**Run 1: where the registers sit**

Scale bar: 50 µm. Other sequential cells in the stronger gray, the rest of the logic in the fainter gray.
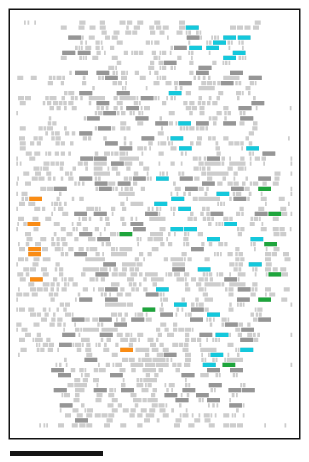
**Run 1: congestion heat map**

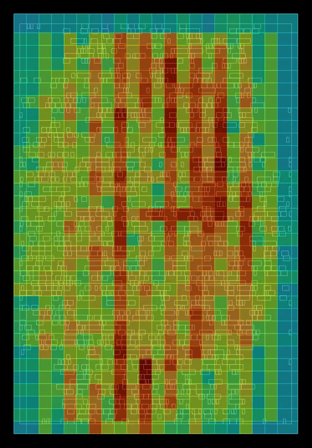
**Run 1: cell classes on the final placement**

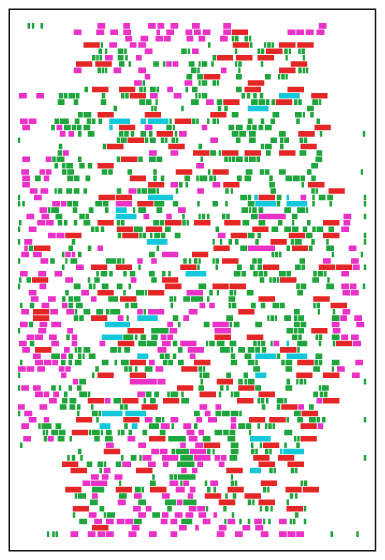
`src/rtl/cp0_regfile.sv`:
```
// Coprocessor 0 register file: Status, Cause, EPC, BadVAddr, Count and Compare,
// with exception/ERET commit, MTC0 writes, interrupt sampling and the Count/Compare timer.
module cp0_regfile #(
    parameter int DATA_WIDTH = 32
) (
    input  logic                  clk,
    input  logic                  rst_n,
    input  logic                  wb_cp0,
    input  logic [4:0]            wb_cp0_write_addr,
    input  logic [DATA_WIDTH-1:0] wb_cp0_write,
    input  logic [4:0]            raddr,
    output logic [DATA_WIDTH-1:0] rdata,
    input  logic                  exception_valid,
    input  logic [4:0]            exc_code,
    input  logic [DATA_WIDTH-1:0] exc_pc,
    input  logic                  exc_in_delay_slot,
    input  logic [DATA_WIDTH-1:0] exc_badvaddr,
    input  logic                  eret,
    input  logic [5:0]            hw_int,
    output logic [DATA_WIDTH-1:0] cp0_status,
    output logic [DATA_WIDTH-1:0] cp0_cause,
    output logic [DATA_WIDTH-1:0] cp0_epc,
    output logic                  timer_int
);

    logic        r_bev;
    logic [7:0]  r_im;
    logic        r_exl;
    logic        r_ie;
    logic        r_bd;
    logic        r_ti;
    logic [5:0]  r_hw;
    logic [1:0]  r_sw;
    logic [4:0]  r_exccode;
    logic [31:0] r_epc;
    logic [31:0] r_badvaddr;
    logic [31:0] r_count;
    logic [31:0] r_compare;
    logic        r_toggle;

    logic w_wr;
    logic w_wr_count;
    logic w_wr_compare;
    logic w_wr_status;
    logic w_wr_cause;
    logic w_wr_epc;
    logic w_timer_hit;
    logic w_exc_addr;

    // A committing exception flushes the writeback instruction, so its MTC0 never lands.
    assign w_wr         = wb_cp0 & ~exception_valid;
    assign w_wr_count   = w_wr && (wb_cp0_write_addr == 5'd9);
    assign w_wr_compare = w_wr && (wb_cp0_write_addr == 5'd11);
    assign w_wr_status  = w_wr && (wb_cp0_write_addr == 5'd12) && !eret;
    assign w_wr_cause   = w_wr && (wb_cp0_write_addr == 5'd13);
    assign w_wr_epc     = w_wr && (wb_cp0_write_addr == 5'd14);
    assign w_timer_hit  = (r_count == r_compare) && (r_compare != '0) && !w_wr_compare;
    assign w_exc_addr   = (exc_code == 5'd4) || (exc_code == 5'd5);

    always_ff @(posedge clk) begin
        if (!rst_n) begin
            r_bev      <= 1'b1;
            r_im       <= '0;
            r_exl      <= 1'b0;
            r_ie       <= 1'b0;
            r_bd       <= 1'b0;
            r_ti       <= 1'b0;
            r_hw       <= '0;
            r_sw       <= '0;
            r_exccode  <= '0;
            r_epc      <= '0;
            r_badvaddr <= '0;
            r_count    <= '0;
            r_compare  <= '0;
            r_toggle   <= 1'b0;
        end else begin
            r_hw <= hw_int;

            if (w_wr_count) begin
                r_count  <= wb_cp0_write;
                r_toggle <= 1'b0;
            end else begin
                r_toggle <= ~r_toggle;
                if (r_toggle)
                    r_count <= r_count + 32'd1;
            end

            if (w_wr_compare) begin
                r_compare <= wb_cp0_write;
                r_ti      <= 1'b0;
            end else if (w_timer_hit) begin
                r_ti <= 1'b1;
            end

            if (exception_valid) begin
                // Nested exceptions keep the original return point and BD.
                if (!r_exl) begin
                    r_epc <= exc_in_delay_slot ? exc_pc - 32'd4 : exc_pc;
                    r_bd  <= exc_in_delay_slot;
                end
                r_exl     <= 1'b1;
                r_exccode <= exc_code;
                if (w_exc_addr)
                    r_badvaddr <= exc_badvaddr;
            end else begin
                if (eret)
                    r_exl <= 1'b0;
                if (w_wr_status) begin
                    r_bev <= wb_cp0_write[22];
                    r_im  <= wb_cp0_write[15:8];
                    r_exl <= wb_cp0_write[1];
                    r_ie  <= wb_cp0_write[0];
                end
                if (w_wr_cause)
                    r_sw <= wb_cp0_write[9:8];
                if (w_wr_epc)
                    r_epc <= wb_cp0_write;
            end
        end
    end

    assign cp0_status = {9'b0, r_bev, 6'b0, r_im, 6'b0, r_exl, r_ie};
    assign cp0_cause  = {r_bd, r_ti, 14'b0, r_hw[5] | r_ti, r_hw[4:0], r_sw, 1'b0, r_exccode, 2'b00};
    assign cp0_epc    = r_epc;
    assign timer_int  = r_ti;

    always_comb begin
        rdata = '0;
        case (raddr)
            5'd8:    rdata = r_badvaddr;
            5'd9:    rdata = r_count;
            5'd11:   rdata = r_compare;
            5'd12:   rdata = cp0_status;
            5'd13:   rdata = cp0_cause;
            5'd14:   rdata = r_epc;
            5'd15:   rdata = 32'h0000_0001;
            default: rdata = '0;
        endcase
    end

endmodule

```
`config.mk`:
```
export PLATFORM = sky130hd
export DESIGN_NAME = cp0_regfile
export DESIGN_NICKNAME = d
export VERILOG_FILES = /design/src/rtl/cp0_regfile.sv
export SDC_FILE = /design/constraint.sdc
export NUM_CORES = 1
export LEC_CHECK = 0
export CAP_MARGIN = 10
export CELL_PAD_IN_SITES_DETAIL_PLACEMENT = 0
export CELL_PAD_IN_SITES_GLOBAL_PLACEMENT = 1
export CORE_ASPECT_RATIO = 1.5
export CORE_MARGIN = 3
export CORE_UTILIZATION = 25
export CTS_CLUSTER_SIZE = 16
export DETAILED_ROUTE_END_ITERATION = 8
export HOLD_SLACK_MARGIN = 0.1
export MAX_ROUTING_LAYER = met4
export PLACE_DENSITY_LB_ADDON = 0.1
export SLEW_MARGIN = 20
export SYNTH_ARGS = -nofsm -noshare
export SYNTH_HDL_FRONTEND = slang
export SYNTH_SLANG_ARGS = --single-unit
```
`constraint.sdc`:
```
create_clock -name clk -period 3.1 [get_ports clk]
set_clock_uncertainty 0.05 [all_clocks]
set_input_delay 0.62 -clock clk [delete_from_list [all_inputs] [get_ports clk]]
set_output_delay 0.62 -clock clk [all_outputs]
set_load 0.01 [all_outputs]
```
==> flow_metrics.env, run 1 <==
# implementation run metrics
export IMPL_cp_end_kind="primary output"
export IMPL_final_layout_top_logic_cells="nand2_1 (177), clkdlybuf4s50_1 (174), dfxtp_1 (155), a21oi_1 (111), buf_4 (76)"
export IMPL_synth_seq_share=0.367
export IMPL_rows=81
export IMPL_crit_start="raddr[0]"
export IMPL_synth_stat_cells=1064
export IMPL_cp_slowest_cell="dlygate4sd2_1"
export IMPL_period_minus_slack_ns=3.04
export IMPL_fin_util=0.372
export IMPL_drtIter0Drc=816
export IMPL_grt_pass1_wl_um=58300
export IMPL_crit_end="rdata[16]"
export IMPL_slew_viol_final=0
export IMPL_num_vias=8777
export IMPL_synth_edff_count=0
export IMPL_htreeDepth=4
export IMPL_dieHeight_um=231
export IMPL_whs_endpoint="r_badvaddr[17]"
export IMPL_status="finished clean"
export IMPL_hold_start="r_badvaddr[17]"
export IMPL_combGateArea_um2=4960
export IMPL_syn_cell_area_um2=8450
export IMPL_hold_viol=0
export IMPL_worstPathArrival_ns=2.37
export IMPL_antenna_found_initial=4
export IMPL_clock_path_buffers=2
export IMPL_crit_type="in2out"
export IMPL_area_growth_pct=45.1
export IMPL_fill_cells=3443
export IMPL_p_leak_nw=4.45
export IMPL_ys_warn_count=0
export IMPL_hold_path_depth=2
export IMPL_core_um2=32900
export IMPL_drv_cap=0
export IMPL_cts_root_buf="clkbuf_16"
export IMPL_wirelength_um=39500
export IMPL_synthArstFlopShare=0
export IMPL_synthDistinctLibCells=56
export IMPL_clock_latency_late_pin_ns=0.45
export IMPL_cts_buffers=17
export IMPL_r2r_start="r_count[6]"
export IMPL_r2r_slack_ns=0.45
export IMPL_ys_ff=155
export IMPL_p_per_area_nw_per_um2=408
export IMPL_place_inst=1684
export IMPL_timing_final_crit_share=0.981
export IMPL_worst_pin_slew_ns=0.673
export IMPL_fmax_mhz=329
export IMPL_die_area_um2=36100
export IMPL_numPortBuffers=213
export IMPL_syn_inst=1064
export IMPL_viasPerCell=5.06
export IMPL_route_detailed_drc=0
export IMPL_crit_chain="dlygate4sd2_1 > buf_6 > nor4_4 > buf_4 > buf_4 > bufbuf_16 > a22oi_1 > nand2_1 > dlygate4sd2_1"
export IMPL_drive_above_1_share=0.133
export IMPL_flop_cell="dfxtp_1"
export IMPL_setup_violations=0
export IMPL_cts_hold_buf=0
export IMPL_place_gp_congestion=0.885
export IMPL_first_pass_iters=8
export IMPL_grt_max_degree=78
export IMPL_grt_pass1_vias=8715
export IMPL_cts_tree="done"
export IMPL_cpPeakStageDelay_ns=0.30
export IMPL_clkSinkCount=155
export IMPL_r2r_cells=5
export IMPL_pin_count=252
export IMPL_yosysChipArea_um2=8450
export IMPL_slew_headroom=0.551
-- 'where the registers sit' (at the start) --
Key: green = r_im [placed flops 8]; orange = r_hw [placed flops 6, where middle left]; cyan = r_compare [placed flops 32]

-- 'congestion heat map' (at the start) --
M2 GR Usage: 0.376
WL/cell: 22.8 µm
grt met1 use: 0.281
GRT met3 Usage: 0.0241
Tot GR Track Use: 0.224

-- 'cell classes on the final placement' (at the start) --
Key: red = flops [cells 155, share of their area 26%]; magenta = other buffers and delay cells [cells 311, share of their area 26%]; cyan = clock drivers and dummy loads [cells 31, share of their area 5.0%]; green = all other logic [cells 820, share of their area 42%]

[run 1: cells in the mapped netlist, types with 4 or more instances]
cell type  number  share of area
o22ai_1         5         0.0037
mux2i_1        24          0.028
xor2_1         32          0.033
a31o_2          5         0.0052
and2_1          7         0.0052
clkbuf_1       68          0.030
nand2b_1        5         0.0037
o21ai_0        35          0.021
a31oi_1         5         0.0037
xnor2_1        48          0.050
nor4_1         25          0.019
nor2_1         48          0.021
and3_1         12         0.0089
dfxtp_1       155           0.37
or3_1           6         0.0044
nor3b_1        13          0.012
buf_4          50          0.044
o31ai_1         6         0.0053
nor2b_1         5         0.0037
nand4_1        24          0.018
o211ai_1        6         0.0053
a22oi_1        58          0.052
a21oi_1       111          0.066
a211oi_1       20          0.018
nand2_1       179          0.079
a222oi_1       10          0.012
nor3_1         16         0.0095
or4_1           4         0.0036
nand3_1        29          0.017
and4_1          7         0.0073
[run 1: layout make-up]
class                      count  share of cell area
antenna                        3            0.000612
inverter                       4             0.00133
sequential                   155               0.253
timing repair buffer         311               0.250
clock inverter                 6             0.00694
multi-input combinational    816               0.404
clock buffer                  25              0.0412
tap                          415              0.0423
[run 1: per-stage QoR]
stage               TNS (ns)  worst slack (ns)  area, µm²  power (mW)
floorplan                  0             0.568       8590        2.44
global placement      -10.33            -0.486      11400        2.86
detailed placement    -11.02            -0.457      11400        2.86
CTS                 -0.00293          -0.00260      12200        5.04
global route        -0.00346          -0.00346      12300        5.18
finish                     0            0.0574      12300        5.00
[run 1: kinds of logic after synthesis]
family	after synthesis	share of synthesized area
AND-OR/OR-AND	275	0.205
XOR/XNOR	80	0.0829
adder cells (fa/ha/maj)	2	0.00296
buffers and inverters	130	0.0821
flip-flops	155	0.367
multiplexers	25	0.0298
other	1	0.000444
AND/OR/NAND/NOR	396	0.230
[run 1: power by group]
group / leakage, nW / switching, mW / internal [mW] / total (mW)
Combinational: 2.91 / 0.354 / 0.363 / 0.717
Clock: 0.285 / 0.881 / 1.29 / 2.17
Sequential: 1.26 / 0.0691 / 2.05 / 2.12
[run 1: routing by layer]
metal | global-route usage | routed length, µm | up-vias
met1 | 0.281 | 16900 | 4184
met5 | - | 0 | -
met2 | 0.376 | 19900 | 308
met3 | 0.0241 | 1550 | 51
met4 | 0.0775 | 1170 | 0
li1 | - | - | 4234
[run 1: critical path: cells and delay by family]
family | cells | cell delay [ns]
AND/OR/NAND/NOR | 2 | 0.17
AND-OR/OR-AND | 1 | 0.28
buffers and inverters | 6 | 1.30
[run 1: sequential cells by signal, indices dropped and copies added, names as in the netlist]
register / flops
timer_int: 1
r_exccode: 5
r_count: 32
r_bd: 1
r_badvaddr: 32
r_ie: 1
r_toggle: 1
r_sw: 2
r_hw: 6
r_bev: 1
r_im: 8
cp0_epc: 32
r_compare: 32
r_exl: 1
[run 1: repair_timing]
action                                  CTS  global route
endpoints found under the setup margin   32             5
setup buffers                            12             1
gates resized                            90             2
pin swaps                                11             1
gates cloned                              4             0
**Run 1: wiring heat map**

Scale bar: 50 µm. The die is cut into 16 by 23 equal tiles; dark blue is low, red is high, scaled to the fullest tile. Values are wire area over tile area, all layers added.
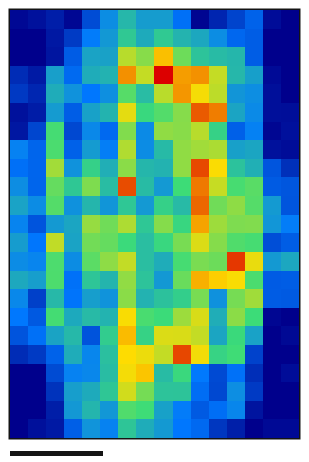

--- run 2 (diff from run 1) ---
- PLACE_DENSITY_LB_ADDON: 0.1 -> 0.15
- clock period: 3.1 -> 3.8 ns (I/O delays scaled with it)
**Run 2: wiring heat map**

Scale bar: 50 µm. The die is cut into 16 by 23 equal tiles; dark blue is low, red is high, scaled to the fullest tile. Values are wire area over tile area, all layers added.
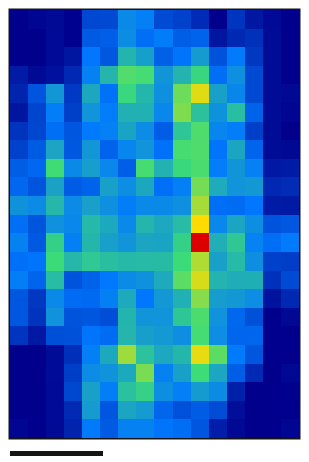
The densest ninth of the die: center. 12% of the tiles are nearly empty. The fullest tile reaches 0.68. The mean over all tiles is 0.17.

**Run 2: congestion heat map**

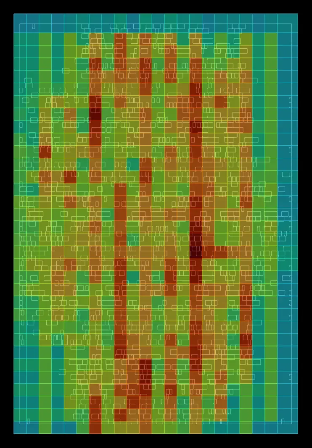
Tot GR Track Use: 0.210
grt met1 use: 0.262
GRT met3 Usage: 0.0340
busiest grt layer: met2
WL/cell: 22.4 µm

**Run 2: cell classes on the final placement**

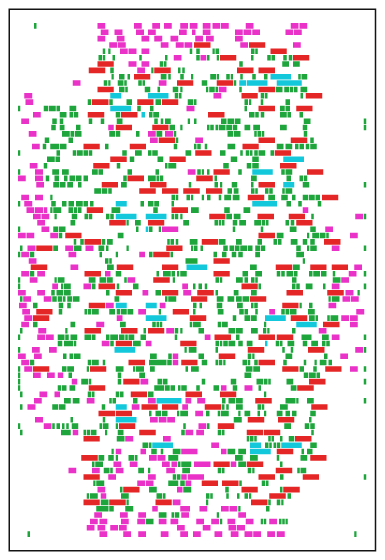
Key: magenta = other buffers and delay cells [cells 250, share of their area 22%]; red = flops [cells 155, share of their area 28%]; cyan = clock drivers and dummy loads [cells 31, share of their area 5.7%]; green = all other logic [cells 820, share of their area 44%]

==> flow_metrics.env, run 2 <==
# implementation run metrics
export IMPL_status="finished clean"
export IMPL_clkSinkCount=155
export IMPL_synth_largest_area_cell="dfxtp_1"
export IMPL_r2r_start="r_count[6]"
export IMPL_hold_path_class="reg2reg"
export IMPL_cts_buffers=17
export IMPL_cp_slowest_cell="clkdlybuf4s50_1"
export IMPL_post_cts_buffers=0
export IMPL_place_gp_congestion=0.871
export IMPL_crit_type="in2out"
export IMPL_slew_viol_final=0
export IMPL_vdd_ir_drop_max_mv=0.280
export IMPL_final_nets=1369
export IMPL_cts_resized=0
export IMPL_placed_area_um2=10900
export IMPL_final_layout_top_logic_cells="clkdlybuf4s50_1 (210), nand2_1 (179), dfxtp_1 (155), a21oi_1 (111), a22oi_1 (58)"
export IMPL_fp_util=0.257
export IMPL_hold_viol=0
export IMPL_synth_stat_cells=1064
export IMPL_fin_util=0.352
export IMPL_design_area_um2=11600
export IMPL_slew_headroom=0.384
export IMPL_synth_edff_count=0
export IMPL_antenna_found_initial=5
export IMPL_cts_root_buf="clkbuf_16"
export IMPL_top_cells_by_count="nand2_1 (179), dfxtp_1 (155), a21oi_1 (111)"
export IMPL_synth_top_cell_area_share=0.367
export IMPL_p_per_area_nw_per_um2=358
export IMPL_rows=81
export IMPL_synthDistinctLibCells=56
export IMPL_lay_top_count="clkdlybuf4s50_1"
export IMPL_area_growth_pct=37.2
export IMPL_warnings=26
export IMPL_hold_start="r_badvaddr[25]"
export IMPL_clock_path_buffers=2
export IMPL_critPathLaunchType="primary input"
export IMPL_grt_pass1_vias=8362
export IMPL_die_x_um=156
export IMPL_cp_end_kind="primary output"
export IMPL_synth_seq_share=0.367
export IMPL_rsz0062_at_grt="false"
export IMPL_cpPeakStageDelay_ns=0.56
export IMPL_synthArstFlopShare=0
export IMPL_drive_above_1_share=0.0764
export IMPL_grt_pass1_wl_um=54800
export IMPL_num_vias=8546
export IMPL_numPortBuffers=213
export IMPL_route_detailed_drc=0
export IMPL_clock_latency_late_pin_ns=0.45
export IMPL_fmax_mhz=272
export IMPL_ys_warn_count=0
export IMPL_first_pass_iters=6
export IMPL_core_um2=32900
export IMPL_top_cells_by_area="dfxtp_1 (37%), nand2_1 (7.9%), a21oi_1 (6.6%)"
export IMPL_p_leak_nw=3.95
export IMPL_worstPathArrival_ns=2.87
export IMPL_flop_cell="dfxtp_1"
export IMPL_syn_cell_area_um2=8450
export IMPL_viasPerCell=5.10
export IMPL_detail_route_antenna_nets=0
export IMPL_crit_chain="clkdlybuf4s50_1 > nand2b_1 > buf_4 > nor3_2 > buf_12 > a222oi_1 > buf_4 > nand2_1 > clkdlybuf4s50_1"
export IMPL_pin_count=252
export IMPL_period_minus_slack_ns=3.68
export IMPL_detailed_place_hpwl_um=29000
export IMPL_wirelength_um=37600
export IMPL_top_cell="nand2_1"
export IMPL_drtIter0Drc=718
export IMPL_crit_start="raddr[4]"
export IMPL_setup_violations=0
export IMPL_dieHeight_um=231
export IMPL_worst_pin_slew_ns=0.924
export IMPL_grt_max_degree=65
export IMPL_cp_data_required_time_ns=2.99
export IMPL_yosysChipArea_um2=8450
export IMPL_crit_fanout=32
export IMPL_cts_tree="done"
export IMPL_ys_ff=155
export IMPL_drv_cap=0
export IMPL_htreeDepth=4
export IMPL_syn_inst=1064
export IMPL_timing_final_crit_share=0.968
export IMPL_cts_hold_buf=0
export IMPL_clk_pin_slew_ns=0.06
export IMPL_fin_setup_tns_ns=0
export IMPL_die_area_um2=36100
## run 2: area by class of cell
type                       count  area [µm²]
antenna                        5        12.5
clock buffer                  26         529
clock inverter                 5         104
fill                        3439       21300
inverter                       4        16.3
multi-input combinational    816        4860
sequential                   155        3100
tap                          415         519
timing repair buffer         250        2460
## run 2: critical path: cells and delay by family
kind | cells | cell delay, ns
AND-OR/OR-AND | 1 | 0.11
AND/OR/NAND/NOR | 3 | 0.45
buffers and inverters | 5 | 1.52
## run 2: metal layers
metal / share of wire / vias up / global-route usage
li1: - / 4114 / -
met1: 0.42 / 4038 / 0.262
met2: 0.49 / 342 / 0.343
met3: 0.060 / 52 / 0.0340
met4: 0.029 / 0 / 0.0756
met5: 0 / - / -
## run 2: through the flow
step	power (mW)	hold slack, ns	worst slack [ns]	instances
floorplan	1.99	0.386	1.09	1101
global placement	2.32	0.393	0.0924	1640
detailed placement	2.32	0.399	0.0779	1640
CTS	4.20	0.407	0.0701	1671
global route	4.30	0.421	0.0180	1675
finish	4.15	0.406	0.122	1676
## run 2: worst paths after layout
kind                            slack, ns  cells after the start             end
worst max register to register       1.39                      5     r_count[30]
worst min-delay path                 0.41                      2  r_badvaddr[25]
worst min register to register       0.41                      2  r_badvaddr[25]
worst max-delay path                 0.12                      9        rdata[4]
## run 2: report_power, final
group / total, mW / switching, mW / internal (mW)
logic: 0.551 / 0.279 / 0.272
clock network: 1.88 / 0.723 / 1.15
registers: 1.73 / 0.0555 / 1.67
total: 4.15 / 1.06 / 3.10
## run 2: cells by family after synthesis
family          count (synthesis)  share of synthesized area
xor+xnor                       80                     0.0829
simple gates                  396                      0.230
compound gates                275                      0.205
fa+ha+maj                       2                    0.00296
buf+inv                       130                     0.0821
flops                         155                      0.367
other cells                     1                   0.000444
mux                            25                     0.0298
**Run 2: where the registers sit**

Scale bar: 50 µm. Other sequential cells in the stronger gray, the rest of the logic in the fainter gray.
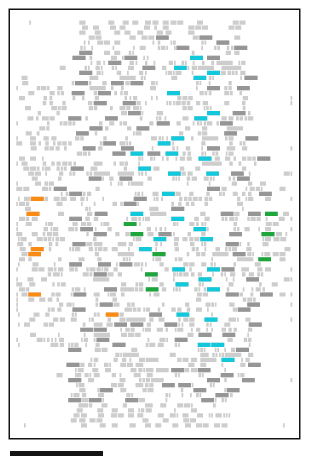

--- run 3 (diff from run 2) ---
- clock period: 3.8 -> 3.77 ns (I/O delays scaled with it)
**Run 3: where the registers sit**

Scale bar: 50 µm. Other sequential cells in the stronger gray, the rest of the logic in the fainter gray.
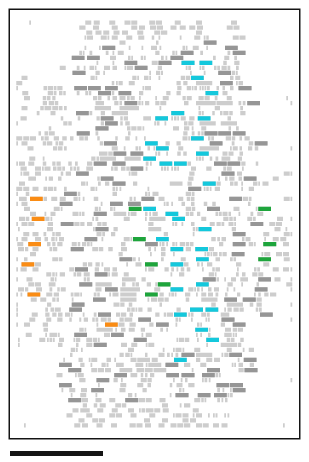
Key: green = r_im [placed flops 8, where center]; cyan = r_compare [placed flops 32]; orange = r_hw [placed flops 6, where middle left]
Another 109 sequential cells are not colored.

**Run 3: wiring heat map**

Scale bar: 50 µm. The die is cut into 16 by 23 equal tiles; dark blue is low, red is high, scaled to the fullest tile. Values are wire area over tile area, all layers added.
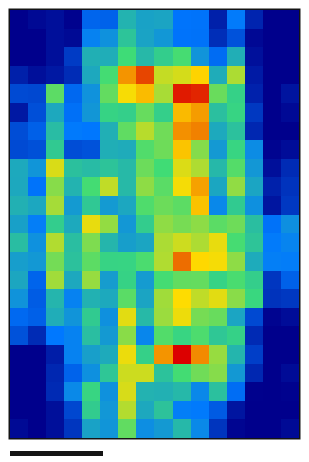
The fullest tile reaches 0.46. The mean over all tiles is 0.16. 28% of the tiles are over half the peak. 13% of the tiles are nearly empty.

==> flow_metrics.env, run 3 <==
# implementation run metrics
export IMPL_gr_usage_all_layers=0.208
export IMPL_worst_path_buf_inv=5
export IMPL_ys_warn_count=0
export IMPL_p_per_area_nw_per_um2=358
export IMPL_syn_area_per_cell_um2=7.94
export IMPL_num_vias=8452
export IMPL_crit_type="in2out"
export IMPL_grt_max_degree=65
export IMPL_vdd_ir_drop_max_mv=0.255
export IMPL_dieHeight_um=231
export IMPL_gr_total_overflow=0
export IMPL_cp_data_required_time_ns=2.97
export IMPL_dp_slack_ns=-0.00587
export IMPL_antenna_found_initial=2
export IMPL_synth_stat_cells=1064
export IMPL_worstPathArrival_ns=2.91
export IMPL_p_leak_nw=4.07
export IMPL_route_detailed_drc=0
export IMPL_synth_top_cell_area_share=0.367
export IMPL_viasPerCell=5.03
export IMPL_ys_ff=155
export IMPL_rows=81
export IMPL_fill_cells=3435
export IMPL_die_area_um2=36100
export IMPL_placed_area_um2=11000
export IMPL_core_um2=32900
export IMPL_rsz0062_at_grt="true"
export IMPL_synthDistinctLibCells=56
export IMPL_die_x_um=156
export IMPL_hold_ws_ns=0.406
export IMPL_hold_viol=0
export IMPL_synth_edff_count=0
export IMPL_clkSinkCount=155
export IMPL_htreeDepth=4
export IMPL_ys_sh_simple=0.230
export IMPL_logic_family="simple AND/OR/NAND/NOR gates"
export IMPL_wirelength_um=37300
export IMPL_timing_final_crit_share=0.985
export IMPL_fin_ws_ns=0.0556
export IMPL_critPathLaunchType="primary input"
export IMPL_cts_hold_buf=0
export IMPL_crit_fanout=20
export IMPL_combGateArea_um2=4850
export IMPL_flop_cell="dfxtp_1"
export IMPL_crit_family="buffers and inverters"
export IMPL_synthAdderAreaFrac=0.00296
export IMPL_xor_share=0.0829
export IMPL_crit_chain="clkdlybuf4s50_1 > nand2b_1 > buf_4 > nor3_2 > buf_12 > buf_12 > a22oi_1 > nand2_1 > clkdlybuf4s50_1"
export IMPL_period_minus_slack_ns=3.71
export IMPL_place_inst=1646
export IMPL_top_cell="nand2_1"
export IMPL_syn_inst=1064
export IMPL_seqCellArea_um2=3100
export IMPL_clock_latency_late_pin_ns=0.43
export IMPL_pin_count=252
export IMPL_cpPeakStageDelay_ns=0.54
export IMPL_aoi_share=0.205
export IMPL_grt_pass1_vias=8250
export IMPL_final_nets=1376
export IMPL_synth_seq_share=0.367
export IMPL_top_cells_by_count="nand2_1 (179), dfxtp_1 (155), a21oi_1 (111)"
export IMPL_setup_violations=0
export IMPL_detailed_place_hpwl_um=28800
export IMPL_yosysChipArea_um2=8450
export IMPL_synthArstFlopShare=0
export IMPL_first_pass_iters=7
export IMPL_mux_area_frac=0.0298
export IMPL_place_gp_congestion=0.885
export IMPL_area_growth_pct=38.1
export IMPL_numPortBuffers=213
export IMPL_drv_cap=0
export IMPL_status="finished clean"
export IMPL_drtIter0Drc=727
export IMPL_drive_above_1_share=0.0792
export IMPL_slew_headroom=0.414
export IMPL_top_cells_by_area="dfxtp_1 (37%), nand2_1 (7.9%), a21oi_1 (6.6%)"
export IMPL_hold_path_class="reg2reg"
export IMPL_cts_root_buf="clkbuf_16"
export IMPL_fmax_mhz=269
export IMPL_lay_top_count="clkdlybuf4s50_1"
export IMPL_cts_buffers=17
export IMPL_worst_pin_slew_ns=0.879
export IMPL_fp_util=0.257
export IMPL_final_layout_top_logic_cells="clkdlybuf4s50_1 (206), nand2_1 (179), dfxtp_1 (155), a21oi_1 (111), a22oi_1 (58)"
export IMPL_design_area_um2=11700
export IMPL_detail_route_antenna_nets=0
export IMPL_clk_pin_slew_ns=0.06
export IMPL_slew_viol_final=0
export IMPL_warnings=27
export IMPL_grt_pass1_wl_um=54300
export IMPL_wire_per_inst_um=22.2
export IMPL_cp_slowest_cell="clkdlybuf4s50_1"
export IMPL_cp_end_kind="primary output"
export IMPL_clock_path_buffers=2
export IMPL_cts_tree="done"
export IMPL_finalNonFillerCells=1679
export IMPL_syn_cell_area_um2=8450
export IMPL_fin_util=0.354
export IMPL_synth_largest_area_cell="dfxtp_1"
**Run 3: metal layers overlaid**

Scale bar: 50 µm.
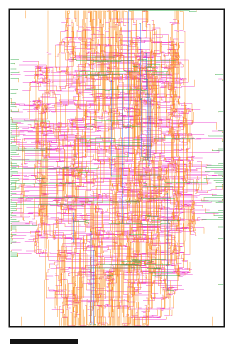
Key: orange = met2 [wire length 18600 µm]; green = met3 [wire length 1870 µm]; magenta = met1 [wire length 16100 µm]; blue = met4 [wire length 768 µm]

==> run 3: cell counts after synthesis <==
Identical to the previous run, type by type.
==> run 3: power breakdown <==
part           internal (mW)  switching [mW]  total (mW)
registers               1.68          0.0546        1.74
clock network           1.18           0.705        1.88
logic                  0.278           0.283       0.561
==> run 3: cell families (layout without fill, tap and decap cells) <==
logic type,Yosys count,in the layout
compound gates,275,275
simple gates,396,396
flops,155,155
fa+ha+maj,2,2
buf+inv,130,292
xor+xnor,80,80
mux,25,25
other cells,1,39
==> run 3: through the flow <==
stage | power, mW | setup TNS [ns]
2_1_floorplan | 2.01 | 0
3_3_place_gp | 2.34 | 0
3_5_place_dp | 2.34 | -0.00587
4_1_cts | 4.24 | 0
5_1_grt | 4.34 | -0.244
6_report | 4.18 | 0
==> run 3: cell type report <==
type,instances,share of cell area
Multi-Input combinational cell,816,0.415
Tap cell,415,0.0445
Sequential cell,155,0.266
Clock buffer,25,0.0424
Timing Repair Buffer,257,0.219
Antenna cell,1,0.000214
Clock inverter,6,0.0115
Inverter,4,0.00139
==> run 3: worst paths after layout <==
| check | from | slack [ns] | endpoint | cells past startpoint |
|---|---|---|---|---|
| setup / recovery | raddr[4] | 0.06 | rdata[26] | 9 |
| hold / removal | r_badvaddr[30] | 0.41 | r_badvaddr[30] | 2 |
| setup reg to reg | r_count[6] | 1.33 | r_count[30] | 5 |
| hold reg to reg | r_badvaddr[30] | 0.41 | r_badvaddr[30] | 2 |
==> run 3: per-layer routing <==
| metal | wire, µm | global-route usage |
|---|---|---|
| met5 | 0 | - |
| met3 | 1870 | 0.0316 |
| met1 | 16100 | 0.263 |
| met4 | 767 | 0.0600 |
| met2 | 18600 | 0.343 |
==> run 3: worst reg2reg max path: stages (launching register included) <==
cell	delay, ns
dfxtp_1	0.55
nand4_1	0.27
nor4_2	0.60
nand2_1	0.21
or4_1	0.54
a31oi_1	0.15
==> run 3: repair_timing <==
item                       in CTS  in global routing
gates cloned                    0                  0
gates resized                   1                  5
setup endpoints to repair       1                 28
pin swaps                       0                  4
buffers inserted                0                  1
Power and IR drop assume default switching activity.
